$ cat config.mk
export PLATFORM = sky130hd
export DESIGN_NAME = concat_writer
export DESIGN_NICKNAME = d
export VERILOG_FILES = /design/src/rtl/concat_writer_pkg.sv /design/src/rtl/concat_writer.sv
export SDC_FILE = /design/constraint.sdc
export NUM_CORES = 1
export LEC_CHECK = 0
export ABC_CLOCK_PERIOD_IN_PS = 2200
export CORE_MARGIN = 1.5
export CORE_UTILIZATION = 43
export DETAILED_ROUTE_END_ITERATION = 7
export PLACE_DENSITY = 0.79
export SLEW_MARGIN = 0
export SYNTH_ARGS = -nofsm -noshare
export SYNTH_HDL_FRONTEND = slang
export SYNTH_SLANG_ARGS = --single-unit
$ cat constraint.sdc
create_clock -name clk -period 2.2 [get_ports clk]
set_clock_uncertainty 0.2 [all_clocks]
set_input_delay 0.44 -clock clk [delete_from_list [all_inputs] [get_ports clk]]
set_output_delay 0.44 -clock clk [all_outputs]
set_load 0.03 [all_outputs]
$ cat src/rtl/concat_writer_pkg.sv
// Shared LSTM constants and the concat-writer FSM state encoding.
// Imported by concat_writer.
package concat_writer_pkg;

    localparam int unsigned DefaultDataWidth  = 16;
    localparam int unsigned DefaultAddrWidth  = 8;
    localparam int unsigned DefaultInputSize  = 136;
    localparam int unsigned DefaultHiddenSize = 64;

    typedef enum logic [2:0] {
        StIdle,
        StLoadX,
        StLoadH,
        StZeroH,
        StFinish
    } cw_state_e;

endpackage

$ cat src/rtl/concat_writer.sv
// Assembles one [x_t ; h_(t-1)] concat vector into memory, one registered write per element.
// Define CONCAT_ZERO_HIDDEN_EN to write zeros for h on vectors started with first_step=1.
module concat_writer
    import concat_writer_pkg::*;
#(
    parameter int unsigned DATA_WIDTH  = DefaultDataWidth,
    parameter int unsigned ADDR_WIDTH  = DefaultAddrWidth,
    parameter int unsigned INPUT_SIZE  = DefaultInputSize,
    parameter int unsigned HIDDEN_SIZE = DefaultHiddenSize
) (
    input  logic                         clk,
    input  logic                         rst_n,
    input  logic                         start,
    input  logic                         first_step,
    input  logic                         x_valid,
    input  logic signed [DATA_WIDTH-1:0] x_data,
    output logic                         x_ready,
    input  logic                         h_valid,
    input  logic signed [DATA_WIDTH-1:0] h_data,
    output logic                         h_ready,
    output logic                         mem_write_enable,
    output logic        [ADDR_WIDTH-1:0] mem_write_address,
    output logic signed [DATA_WIDTH-1:0] mem_write_data,
    output logic                         busy,
    output logic                         done
);

`ifdef CONCAT_ZERO_HIDDEN_EN
    localparam bit ZeroHiddenEn = 1'b1;
`else
    localparam bit ZeroHiddenEn = 1'b0;
`endif

    // The counter runs across both segments, so it is the write address directly.
    localparam logic [ADDR_WIDTH-1:0] LastX = ADDR_WIDTH'(INPUT_SIZE - 1);
    localparam logic [ADDR_WIDTH-1:0] LastH = ADDR_WIDTH'(INPUT_SIZE + HIDDEN_SIZE - 1);

    cw_state_e                    r_state;
    cw_state_e                    w_state_d;
    logic        [ADDR_WIDTH-1:0] r_count;
    logic        [ADDR_WIDTH-1:0] w_count_d;
    logic                         r_first_step;
    logic                         w_first_step_d;
    logic                         r_we;
    logic                         w_we_d;
    logic        [ADDR_WIDTH-1:0] r_addr;
    logic        [ADDR_WIDTH-1:0] w_addr_d;
    logic signed [DATA_WIDTH-1:0] r_data;
    logic signed [DATA_WIDTH-1:0] w_data_d;
    logic                         w_zero_sel;

    assign w_zero_sel = ZeroHiddenEn && r_first_step;

    always_ff @(posedge clk or negedge rst_n) begin
        if (!rst_n) begin
            r_state      <= StIdle;
            r_count      <= '0;
            r_first_step <= 1'b0;
            r_we         <= 1'b0;
            r_addr       <= '0;
            r_data       <= '0;
        end else begin
            r_state      <= w_state_d;
            r_count      <= w_count_d;
            r_first_step <= w_first_step_d;
            r_we         <= w_we_d;
            r_addr       <= w_addr_d;
            r_data       <= w_data_d;
        end
    end

    always_comb begin
        w_state_d      = r_state;
        w_count_d      = r_count;
        w_first_step_d = r_first_step;
        w_we_d         = 1'b0;
        w_addr_d       = r_addr;
        w_data_d       = r_data;
        x_ready        = 1'b0;
        h_ready        = 1'b0;
        busy           = (r_state != StIdle);
        done           = 1'b0;

        unique case (r_state)
            StIdle: begin
                if (start) begin
                    w_first_step_d = first_step;
                    w_count_d      = '0;
                    w_state_d      = StLoadX;
                end
            end
            StLoadX: begin
                x_ready = 1'b1;
                if (x_valid) begin
                    w_we_d    = 1'b1;
                    w_addr_d  = r_count;
                    w_data_d  = x_data;
                    w_count_d = r_count + 1'b1;
                    if (r_count == LastX) begin
                        w_state_d = w_zero_sel ? StZeroH : StLoadH;
                    end
                end
            end
            StLoadH: begin
                h_ready = 1'b1;
                if (h_valid) begin
                    w_we_d    = 1'b1;
                    w_addr_d  = r_count;
                    w_data_d  = h_data;
                    w_count_d = r_count + 1'b1;
                    if (r_count == LastH) begin
                        w_state_d = StFinish;
                    end
                end
            end
            StZeroH: begin
                w_we_d    = 1'b1;
                w_addr_d  = r_count;
                w_data_d  = '0;
                w_count_d = r_count + 1'b1;
                if (r_count == LastH) begin
                    w_state_d = StFinish;
                end
            end
            StFinish: begin
                // First FINISH cycle carries the last strobe; done follows one cycle later.
                if (!r_we) begin
                    done      = 1'b1;
                    w_state_d = StIdle;
                end
            end
            default: begin
                w_state_d = StIdle;
            end
        endcase
    end

    assign mem_write_enable  = r_we;
    assign mem_write_address = r_addr;
    assign mem_write_data    = r_data;

endmodule

Figure 1. Local utilization.
(4 px per µm) 7 x 7 tiles, from black (low) to pale yellow (high), 0 to 100% covered.
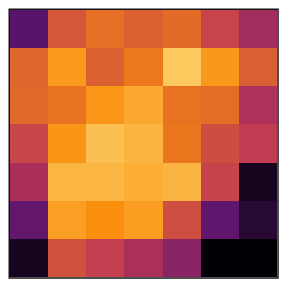
- tiles over 75% full: 31%
- fullest tile: 88%
- densest ninth of the die: centre

Figure 2. Clock nets.
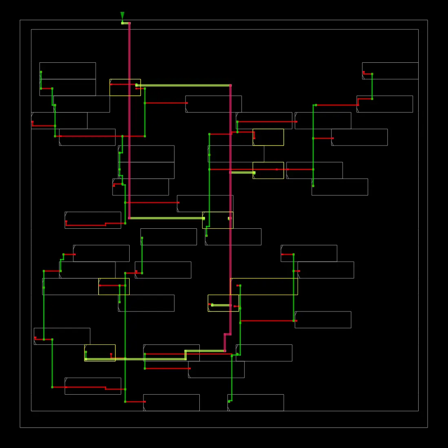
clock-net power: 0.638 mW
Clock Latency Late Sink: 0.29 ns
CTS Buf Count: 5

==> Changelog: implementation <==
### Implementation results

- DRT Pass-1 Iters: 4
- Overall Power: 2.33 mW
- Max Fclk: 0.478 GHz
- DR WL/cell: 13.8 µm
- Status: finished clean
- Crit path max-delay family: simple AND/OR/NAND/NOR gates
- Cells after synthesis: 183
- CTS max path bufs: 2
- Core footprint: 0.00397 mm²
- Io pins: 67
- Worst VDD drop: 708 µV
- CP max stage delay: 0.41 ns
- Cells in synth_stat.txt: 183
- Xor+xnor area frac: 0%
- Root buffer cell: clkbuf_8
- WL final: 4.23 mm
- Std cell rows: 23
- Count of final setup violators: 0
- Worst setup EP type: output pin
- Crit path time final: 2.09 ns
- Worst path cell trace: or3_1 > dlygate4sd2_1
- Vias in the first global route: 1416
- Post-synth EDFFs: 0
- Path depth of the worst reg2reg path: 5
- Post-layout period usage: 95.1%
- Slew @ Worst Pin: 0.447 ns
- Clock Sinks: 36
- Total number of vias: 1582
- Crit path depth: 2
- Synth Seq Share: 51.4%
- Syn nets: 222
- IO Port Bufs: 65
- Nets@finish: 294
- Type of the worst setup path: flop to output pin
- Final slew viol count: 0
- Cell Type Count: 30
- Die X: 66.8 µm
- Via density per instance: 5.17
- First-pass GRT wire length: 6.62 mm
- Adders+Majority by Area: 0.714%
- Area Overhead vs Synth: 50.0%
- Final Hold Viols: 0
- Most numerous logic cell after layout: clkdlybuf4s50_1
- Yosys stat area: 0.00175 mm²
- CP Buf/Inv Count: 1
- Core Util at FP: 44.1%
- RSZ-0062 raised after global routing: false
- PD cells: 888 mW/mm²
- # DRC: 0
- Chip height: 66.8 µm
- Worst hold stages: 1
- Max Fanout on Critical Path: 3
- Rel. slew slack: 70.2%
- Finished Layout Cells: 306
- Worst EP arrival: 1.45 ns
- Synth flops: 36
- Layout cells sized above 1: 13.7%
- Largest net degree at the start of global routing: 37
- Syn avg cell area: 9.57 µm²
- Mapped Area: 0.00175 mm²
- Initial antenna violation count: 0
- Worst-path clk slew: 0.07 ns
- RePlAce Congestion: 0.786
- Main logic family: simple AND/OR/NAND/NOR gates
- Total GRT Usage: 20.1%
- Global route overflow: 0
- Most frequently placed logic cells in the final layout: clkdlybuf4s50_1 (60), dfrtp_1 (36), a21oi_1 (34)
- Yosys warnings: 0
- CP startpoint kind: flop
- Placed instance count: 297
Figure 3. Zoomed window.
Region (21, 21) to (46, 46) µm. Cells in grey, sequential cells in the stronger grey; small squares are vias.
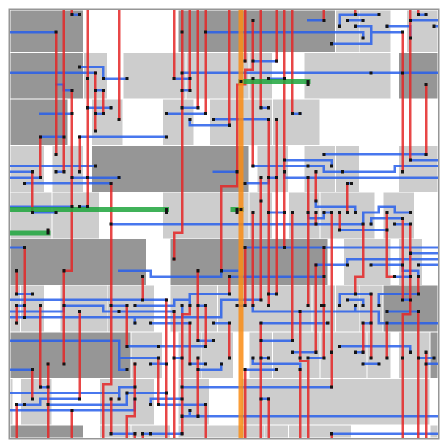
- met3: green
- met4: orange
- met1: blue
- met2: red
- sequential cells in the window: 5
- cells with their middle in the window: 51
- most frequent: nor2_1 (6)
- netlist names of flops here include: `r_count` (3)

## cell families after synthesis
kind of cell / count (synthesis)
AOI/OAI and AO/OA: 47
buffers and inverters: 15
muxes: 10
DFF: 36
and+or+nand+nor: 74
adders and majority gates: 1
## final cells by class
type	instances	area [µm²]
fillers	337	1340
clock inverters	1	30.0
clock buffers	7	96.3
repair buffers	77	729
inverters	3	11.3
flip-flops and latches	36	901
well taps	50	62.6
multi-input cells	132	797
## metrics by stage
stage	cell area (µm²)	worst slack (ns)	TNS, ns
finish	2630	0.107	0
global route	2630	0.0201	0
detailed placement	2490	-0.0960	-0.931
CTS	2630	0.0961	0
floorplan	1760	0.0618	0
global placement	2490	-0.0681	-0.474
## report_power, final
part,switching [mW],internal [mW]
Clock,0.239,0.400
Combinational,0.418,0.367
Sequential,0.111,0.798
## final timing paths
path / start / end / slack (ns)
max in group asynchronous: rst_n / mem_write_address[4] / 0.97
worst min register to register: mem_write_address[5] / mem_write_address[5] / 0.31
min in group asynchronous: rst_n / mem_write_address[1] / 0.51
worst max-delay path: r_state[0] / busy / 0.11
worst min-delay path: mem_write_address[5] / mem_write_address[5] / 0.31
worst max register to register: r_state[0] / r_count[4] / 0.19
## cell usage after synthesis, drive strengths merged (2+ instances only)
library cell	count	area [µm²]
a22o	2	17.5
inv	3	11.3
or3	3	18.8
nand3	7	35.0
nor3	2	10.0
nor3b	17	128
clkbuf	7	26.3
nand2b	2	12.5
buf	5	30.0
o21ai	8	40.0
or4b	2	20.0
mux2	9	101
and3	2	12.5
dfrtp	36	901
nor2	25	93.8
nand2	8	30.0
or4	2	15.0
a21oi	35	179
## registers in the layout (all words and copies together), names as in the netlist
signal / flops
mem_write_address: 8
mem_write_data: 16
r_state: 3
mem_write_enable: 1
r_count: 8
## per-layer routing
layer | part of all wire, % | vias up | track usage, %
met5 | 0 | - | 0
met4 | 1.8 | 0 | 8.42
met3 | 3.9 | 7 | 4.56
met2 | 51 | 31 | 33.4
met1 | 44 | 752 | 25.1
li1 | - | 792 | -
## timing repair
item                       CTS  global route
hold buffers                 1             0
hold endpoints to repair    36             0
setup endpoints to repair    1             0
resized                      1             0
Power is estimated from default activity; no workload was simulated.
